==> images/layer_met1.png <==
The bar under the picture is 20 um long.
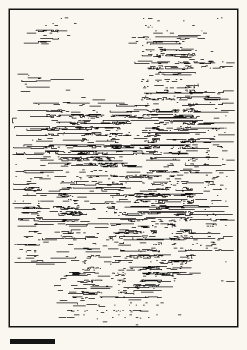
==> images/layer_met2.png <==
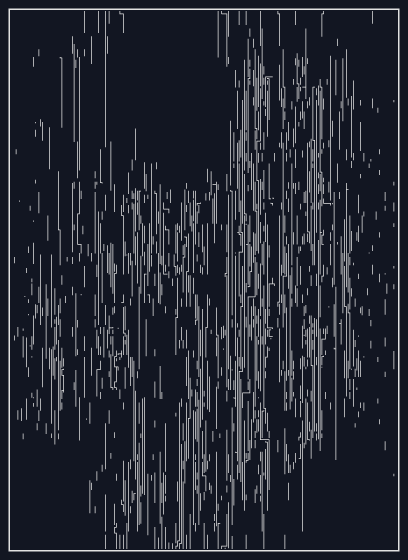
==> images/layer_met3.png <==
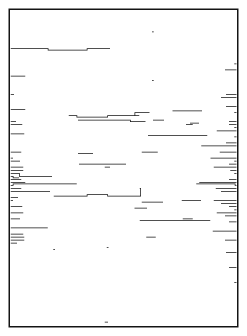
==> images/congestion.png <==
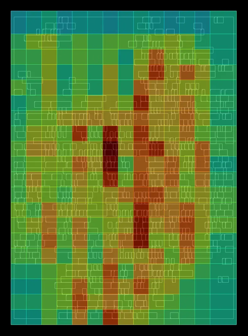
==> images/io_fan.png <==
The bar under the picture is 20 um long.
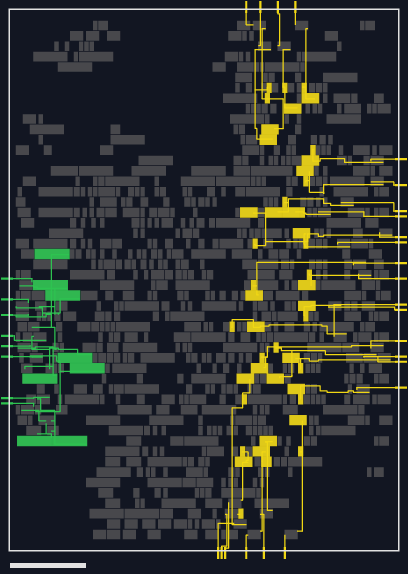
==> config.mk <==
export PLATFORM = sky130hd
export DESIGN_NAME = note_peak_sched
export DESIGN_NICKNAME = d
export VERILOG_FILES = /design/src/rtl/note_peak_sched.sv
export SDC_FILE = /design/constraint.sdc
export NUM_CORES = 1
export LEC_CHECK = 0
export ABC_AREA = 1
export CORE_ASPECT_RATIO = 1.4
export CORE_UTILIZATION = 35
export CTS_BUF_LIST = sky130_fd_sc_hd__clkbuf_16
export DETAILED_ROUTE_END_ITERATION = 12
export GPL_TIMING_DRIVEN = 0
export HOLD_SLACK_MARGIN = 0.12
export PLACE_DENSITY = 0.65
export SLEW_MARGIN = 30
export SYNTH_ARGS = -nofsm -noshare
export SYNTH_HDL_FRONTEND = slang
export SYNTH_SLANG_ARGS = --single-unit
==> constraint.sdc <==
create_clock -name i_clk -period 2.74 [get_ports i_clk]
set_input_delay 0.548 -clock i_clk [delete_from_list [all_inputs] [get_ports i_clk]]
set_output_delay 0.548 -clock i_clk [all_outputs]
set_load 0.03 [all_outputs]
==> src/rtl/note_peak_sched.sv <==
// note_peak_sched: per-frame peak-bin picker and note scheduler.
// Scans each FFT magnitude frame for the strongest bin in [BIN_LO, BIN_HI].
// It presents that bin to an external note lookup and registers the note
// the lookup returns. Frames whose peak is at or below i_thresh count as
// silent. Above-threshold notes are handed downstream on a valid/ready
// handshake. Frames that start while the block is busy are dropped and
// counted.
// Optional feature macro: NOTE_DEBOUNCE_EN. When it is defined, a note is
// emitted only after it has been the peak for STABLE_FRAMES consecutive
// above-threshold frames.
// Ports:
//   i_clk, i_rst        clock, asynchronous active-high reset
//   i_thresh            minimum peak magnitude for a valid note
//   i_mag, i_mag_valid  magnitude beat and its qualifier
//   i_mag_sop/eop       first/last beat of a frame
//   o_bin_idx           peak bin (zero-extended) to the note lookup
//   i_note              lookup result, combinational on o_bin_idx
//   o_note, o_note_valid, i_note_ready   downstream note handshake
//   o_busy              high while in LOOKUP/DECIDE/OUTPUT
//   o_drop_cnt          saturating count of frames dropped while busy
module note_peak_sched #(
    parameter int unsigned MAG_W         = 24,
    parameter int unsigned BIN_W         = 10,
    parameter int unsigned BIN_LO        = 13,
    parameter int unsigned BIN_HI        = 57,
    parameter int unsigned STABLE_FRAMES = 3
) (
    input  logic             i_clk,
    input  logic             i_rst,
    input  logic [MAG_W-1:0] i_thresh,
    input  logic [MAG_W-1:0] i_mag,
    input  logic             i_mag_valid,
    input  logic             i_mag_sop,
    input  logic             i_mag_eop,
    output logic [31:0]      o_bin_idx,
    input  logic [4:0]       i_note,
    output logic [4:0]       o_note,
    output logic             o_note_valid,
    input  logic             i_note_ready,
    output logic             o_busy,
    output logic [7:0]       o_drop_cnt
);

    localparam int unsigned DROP_W = 8;
    localparam int unsigned NOTE_W = 5;
    localparam logic [BIN_W-1:0] CNT_MAX = '1;

    // Reject parameter sets that cannot work.
    if (BIN_LO < 1 || BIN_HI < BIN_LO || STABLE_FRAMES < 1 || BIN_HI >= (1 << BIN_W)) begin : g_param_err
        $error("note_peak_sched: bad parameters");
    end

    typedef enum logic [2:0] {
        S_IDLE,
        S_SCAN,
        S_LOOKUP,
        S_DECIDE,
        S_OUTPUT
    } state_t;

    state_t              state, state_nxt;
    logic [BIN_W-1:0]    cnt, cnt_nxt;
    logic [MAG_W-1:0]    max_q, max_nxt;
    logic [BIN_W-1:0]    peak_q, peak_nxt;
    logic [NOTE_W-1:0]   note_q, note_nxt;
    logic [NOTE_W-1:0]   out_note_nxt;
    logic                valid_nxt;
    logic                busy_nxt;
    logic [DROP_W-1:0]   drop_nxt;

`ifdef NOTE_DEBOUNCE_EN
    localparam int unsigned STAB_W = $clog2(STABLE_FRAMES + 1);
    localparam logic [STAB_W-1:0] STAB_TGT = STAB_W'(STABLE_FRAMES);
    // stab == 0 means there is no candidate yet.
    logic [NOTE_W-1:0]   cand, cand_nxt;
    logic [STAB_W-1:0]   stab, stab_nxt;
`endif

    // Scan datapath for one beat. A sop beat is bin 0 of a fresh frame.
    logic [BIN_W-1:0]    base_cnt, base_peak, scan_cnt, scan_peak;
    logic [MAG_W-1:0]    base_max, scan_max;
    logic                in_win;
    logic                sop_beat;

    always_comb begin : scan_path
        base_cnt  = i_mag_sop ? '0 : cnt;
        base_max  = i_mag_sop ? '0 : max_q;
        base_peak = i_mag_sop ? '0 : peak_q;
        in_win    = (base_cnt >= BIN_W'(BIN_LO)) && (base_cnt <= BIN_W'(BIN_HI));
        scan_cnt  = (base_cnt == CNT_MAX) ? base_cnt : base_cnt + BIN_W'(1);
        // A strict compare keeps the lower bin on ties.
        if (in_win && (i_mag > base_max)) begin
            scan_max  = i_mag;
            scan_peak = base_cnt;
        end else begin
            scan_max  = base_max;
            scan_peak = base_peak;
        end
    end

    assign sop_beat = i_mag_valid && i_mag_sop;

    // Next-state and next-output logic.
    always_comb begin : fsm_comb
        state_nxt    = state;
        cnt_nxt      = cnt;
        max_nxt      = max_q;
        peak_nxt     = peak_q;
        note_nxt     = note_q;
        out_note_nxt = o_note;
        drop_nxt     = o_drop_cnt;
`ifdef NOTE_DEBOUNCE_EN
        cand_nxt     = cand;
        stab_nxt     = stab;
`endif
        // A frame starting while busy is dropped; its later beats are ignored by IDLE.
        if (sop_beat && (state == S_LOOKUP || state == S_DECIDE || state == S_OUTPUT)
            && (o_drop_cnt != '1)) begin
            drop_nxt = o_drop_cnt + DROP_W'(1);
        end

        case (state)
            S_IDLE: begin
                if (sop_beat) begin
                    cnt_nxt   = scan_cnt;
                    max_nxt   = scan_max;
                    peak_nxt  = scan_peak;
                    state_nxt = i_mag_eop ? S_LOOKUP : S_SCAN;
                end
            end
            S_SCAN: begin
                if (i_mag_valid) begin
                    cnt_nxt  = scan_cnt;
                    max_nxt  = scan_max;
                    peak_nxt = scan_peak;
                    if (i_mag_eop) begin
                        state_nxt = S_LOOKUP;
                    end
                end
            end
            S_LOOKUP: begin
                note_nxt  = i_note;
                state_nxt = S_DECIDE;
            end
            S_DECIDE: begin
                state_nxt = S_IDLE;
`ifdef NOTE_DEBOUNCE_EN
                if (max_q <= i_thresh) begin
                    cand_nxt = '0;
                    stab_nxt = '0;
                end else begin
                    if (note_q == cand) begin
                        stab_nxt = (stab == STAB_TGT) ? stab : stab + STAB_W'(1);
                    end else begin
                        cand_nxt = note_q;
                        stab_nxt = STAB_W'(1);
                    end
                    // Emit only on the frame that makes the count reach the target.
                    if ((stab_nxt == STAB_TGT) && ((stab != STAB_TGT) || (note_q != cand))) begin
                        out_note_nxt = note_q;
                        state_nxt    = S_OUTPUT;
                    end
                end
`else
                if (max_q > i_thresh) begin
                    out_note_nxt = note_q;
                    state_nxt    = S_OUTPUT;
                end
`endif
            end
            S_OUTPUT: begin
                if (i_note_ready) begin
                    state_nxt = S_IDLE;
                end
            end
            default: state_nxt = S_IDLE;
        endcase

        valid_nxt = (state_nxt == S_OUTPUT);
        busy_nxt  = (state_nxt == S_LOOKUP) || (state_nxt == S_DECIDE) || (state_nxt == S_OUTPUT);
    end

    // State and output registers.
    always_ff @(posedge i_clk or posedge i_rst) begin
        if (i_rst) begin
            state        <= S_IDLE;
            cnt          <= '0;
            max_q        <= '0;
            peak_q       <= '0;
            note_q       <= '0;
            o_note       <= '0;
            o_note_valid <= 1'b0;
            o_busy       <= 1'b0;
            o_drop_cnt   <= '0;
`ifdef NOTE_DEBOUNCE_EN
            cand         <= '0;
            stab         <= '0;
`endif
        end else begin
            state        <= state_nxt;
            cnt          <= cnt_nxt;
            max_q        <= max_nxt;
            peak_q       <= peak_nxt;
            note_q       <= note_nxt;
            o_note       <= out_note_nxt;
            o_note_valid <= valid_nxt;
            o_busy       <= busy_nxt;
            o_drop_cnt   <= drop_nxt;
`ifdef NOTE_DEBOUNCE_EN
            cand         <= cand_nxt;
            stab         <= stab_nxt;
`endif
        end
    end

    // peak_q is a register and does not change outside IDLE/SCAN.
    assign o_bin_idx = 32'(peak_q);

endmodule

==> summary.txt <==
Status of the implementation.

- The run finished with clean final reports.
- In this run the clock root is driven by a clkbuf_16.
- The area fraction of clock buffers and clock inverters is between 4 and 5%, for reference.
- The power report lists cell-internal power as 2669 uW.
- The final timing report gives a worst setup slack of 0.2676 ns.
- The worst supply voltage drop on vdd is 0.4022 mV, for reference.
- The pin slew with the least headroom to its limit is around 0.53 ns, for reference.
- Summed over the clock group, the power is between 1000 and 1500 uW.
- The fraction of power consumed by combinational cells is 39.0%, for reference.
- The main logic family after synthesis is simple AND/OR/NAND/NOR gates, for reference.
- The register share of the cell area is 26.11%, for reference.
- The sum of routed wire length over all layers is between 10000 and 15000 um, for reference.
- The routed design shows a via density per instance of between 4 and 5.
- Per the log, the first TritonRoute iteration ended with a DRC count of around 140.
- The clock insertion delay at the later pin of the skew report is 0.34 ns, for reference.
- The detailed router used layers up to and including met4.
- The post-route DRC violation count is 0, for reference.
- In the finished design the tool counted flip-flops and latches totalling between 60 and 70.
- The synthesized netlist handed to floorplanning was reported with a cell count of 655.
- The sum of met3 wire segment lengths after detailed routing is ~700 um, for reference.
- The floorplan-stage core utilization is 36.13%, for reference.
- The average routed wire per standard cell is 12.12 um, for reference.
- Along the worst hold path, the cell count comes to 2.
- In the post-synthesis netlist, the biggest area contributors are dfrtp_1, nand2_1, ha_1.
- The sink count of the clock tree is about 67, for reference.
- The number of non-filler instances in the completed layout is 961, for reference.
- The y dimension of the die is 141.4 um, for reference.
- The async set-reset flop share out of synthesis is 100.0%, for reference.
- The worst relative slew slack is 64.93%, for reference.
- The area of the core region is roughly 13000 um^2, for reference.
- The switching portion of total power comes to 38.66%.
- The layout has 1360 filler cells.
- Summed over all combinational cells, the power is 1700 uW.
- The tally of OpenROAD warnings is 28, for reference.
- The startpoint of the worst register-to-register path is max_q[23], for reference.
- The mapped netlist covers slightly below 5000 um^2.
- The flip-flop and latch count after synthesis is 67, for reference.
- The timing report shows that the slowest cell on the worst path is clkdlybuf4s50_1.
- The warning count from the yosys run is 0, for reference.
- The final HPWL from detailed placement is 8919 um, for reference.
- Per the cell usage report, the commonest logic cells after layout are nand2_1, inv_1, clkdlybuf4s50_1.
- Leaving out fill and tap cells, the most frequent cell in the layout is nand2_1.
- Of all nets on the critical path, the largest fanout is 8.
- The report lists the number of cells resized after CTS as 12.
- The layout summary lists the proportion of cells stronger than drive strength 1 as 11.81%.
- The cell type with the largest total area after synthesis is dfrtp_1, for reference.
- The worst setup path is captured at a flip-flop.
- The count of nets left with antenna violations once routing finished came out at 0.
- For the final routed database, the setup TNS stands at 0 ns.
- The first detailed-routing pass ran for 4 iterations.
- The total number of H-tree levels is 3, for reference.
- The routed layout has ~4400 vias.
- The launch point of the critical path was reported as i_thresh[23].
- TritonCTS built the clock tree.
- For reference, the final report shows the hold violation count at 0.
- The number of buffers created by CTS is 9, for reference.
- Setup repair after global routing left no endpoint under its margin.
- The destination of the worst hold path is o_note[2], for reference.
- For reference, the top cells by count after synthesis are nand2_1, inv_1, nand3_1.
- Sequential power for this build is 1500 uW.
- STA classifies the critical path startpoint as an input pin.
- The global route stage reports its total congestion overflow as 0.
- The cell repeated most along the worst path is nand2_1, for reference.
- The count of standard-cell rows is 50, for reference.
- The cell class contributing the biggest share of worst-path delay is simple AND/OR/NAND/NOR gates, for reference.
- The number of endpoints failing setup at the final stage is 0, for reference.
- Among all flip-flop cells after synthesis, the most frequent one is dfrtp_1.
- The cell sequence reported for the critical path is clkdlybuf4s50_1 -> inv_1 -> ha_1 -> nand2_1 -> inv_1 -> nand3_1 -> or2_1 -> nor2_1 -> nand2_1 -> nand3_1 -> nand2_2 -> nand2_1 -> nand2_1.
- Leaving out buffers and inverters, the combinational logic in the layout accounts for 2700 um^2.
- The largest registers in the layout are max_q x24, cnt x10, peak_q x10.
- The design draws 4350 uW.
- Dividing the synthesized area by the synthesized cell count gives 7.419 um^2.
- In the final design, more cell area goes to logic gates than to any other class.
- The buffers plus inverters on the worst setup path is 3, for reference.
- The initial antenna violation count came to 0.
- The critical path runs through a total of 13 cells.
- For the worst reg-to-reg path, the endpoint reported by OpenROAD is o_note[2].
- In the Yosys report the total cell count is between 600 and 700.
- Once the clock tree was built, the setup fixing pass inserted 2 buffers.
- 106 I/O pins were placed.
- In this run, synthesis inferred 0 flip-flops with an integrated enable.
- Per the run report, area growth between synthesis and finish was 32.16%.
- The largest net degree at the start of global routing is ~41, for reference.
- The worst hold slack is 0.4712 ns, for reference.
- The final tally of max-slew violations is 0, for reference.
- For this floorplan the total number of well-tap instances is 182.
- Non-clock buffering takes up 18.29% of total cell area after layout.
- The largest stage delay on the critical path is 0.45 ns, for reference.
- The share of the core filled with cells is a little under half, for reference.
- The gate-level netlist out of Yosys references 38 unique cell types.
- The final weighted congestion in routability-driven placement is 0.8479, for reference.
- For this run, combinational gates with multiple inputs come to 480.
- For reference, the mux area share after synthesis is roughly 1.4%.
- The plain and repair buffers instantiated in the layout total 125.
- The last element of the critical path is o_note[2], for reference.
- Yosys reports a chip area of 4860 um^2.
- The overall chip area is 14370 um^2, for reference.
- The clock period minus worst slack is 2.472 ns, for reference.
- The number of buffers on the longest clock path is 2, for reference.
- In this run the most critical hold path is launched from o_note[2].
- Of the total power, the clock network draws 26.6%.
- The finished layout cell area is between 6000 and 7000 um^2, for reference.
- Checking hold timing, the worst path is listed with class reg -> reg.
- The number of global-route vias before repair is 4173, for reference.
- In this run, placement finished with an instance count of about 940.
- The placed standard-cell area is 6020 um^2, for reference.
- Of the total synthesized cell area, the portion taken by full adders, half adders and majority gates is 13.39%.
- Data on the critical path arrives at its endpoint at approximately 2.7 ns.
- For this run, the top clock speed supported by timing is 0.4045 GHz.
- The register with the most flip-flops in the layout has 24 of them.
About layer_met1.png:
- wire length on this layer: 4960 um
- nets with wire on the layer: 783
- share of all routed wire: 43%

About layer_met2.png:
- nets with wire on the layer: 686
- wire length on this layer: 5840 um
- main direction: vertical

About layer_met3.png:
- share of all routed wire: 6.0%
- nets with wire on the layer: 81

About congestion.png:
grt peak-use layer: met2
global-route met2 utilization: 30.51%
met1 capacity usage during global routing: 20.44%
overall fraction of global-route tracks in use: 17.37%
met3 capacity usage during global routing: 3.350%

About io_fan.png:
- green: `o_drop_cnt` (bits 8; direction output; end cells 8; buffers 8; wire 286 um)
- yellow: `i_mag` (bits 24; direction input; end cells 47; buffers 24; wire 900 um)

No activity file was given, so power comes from the tool's default toggle rates.
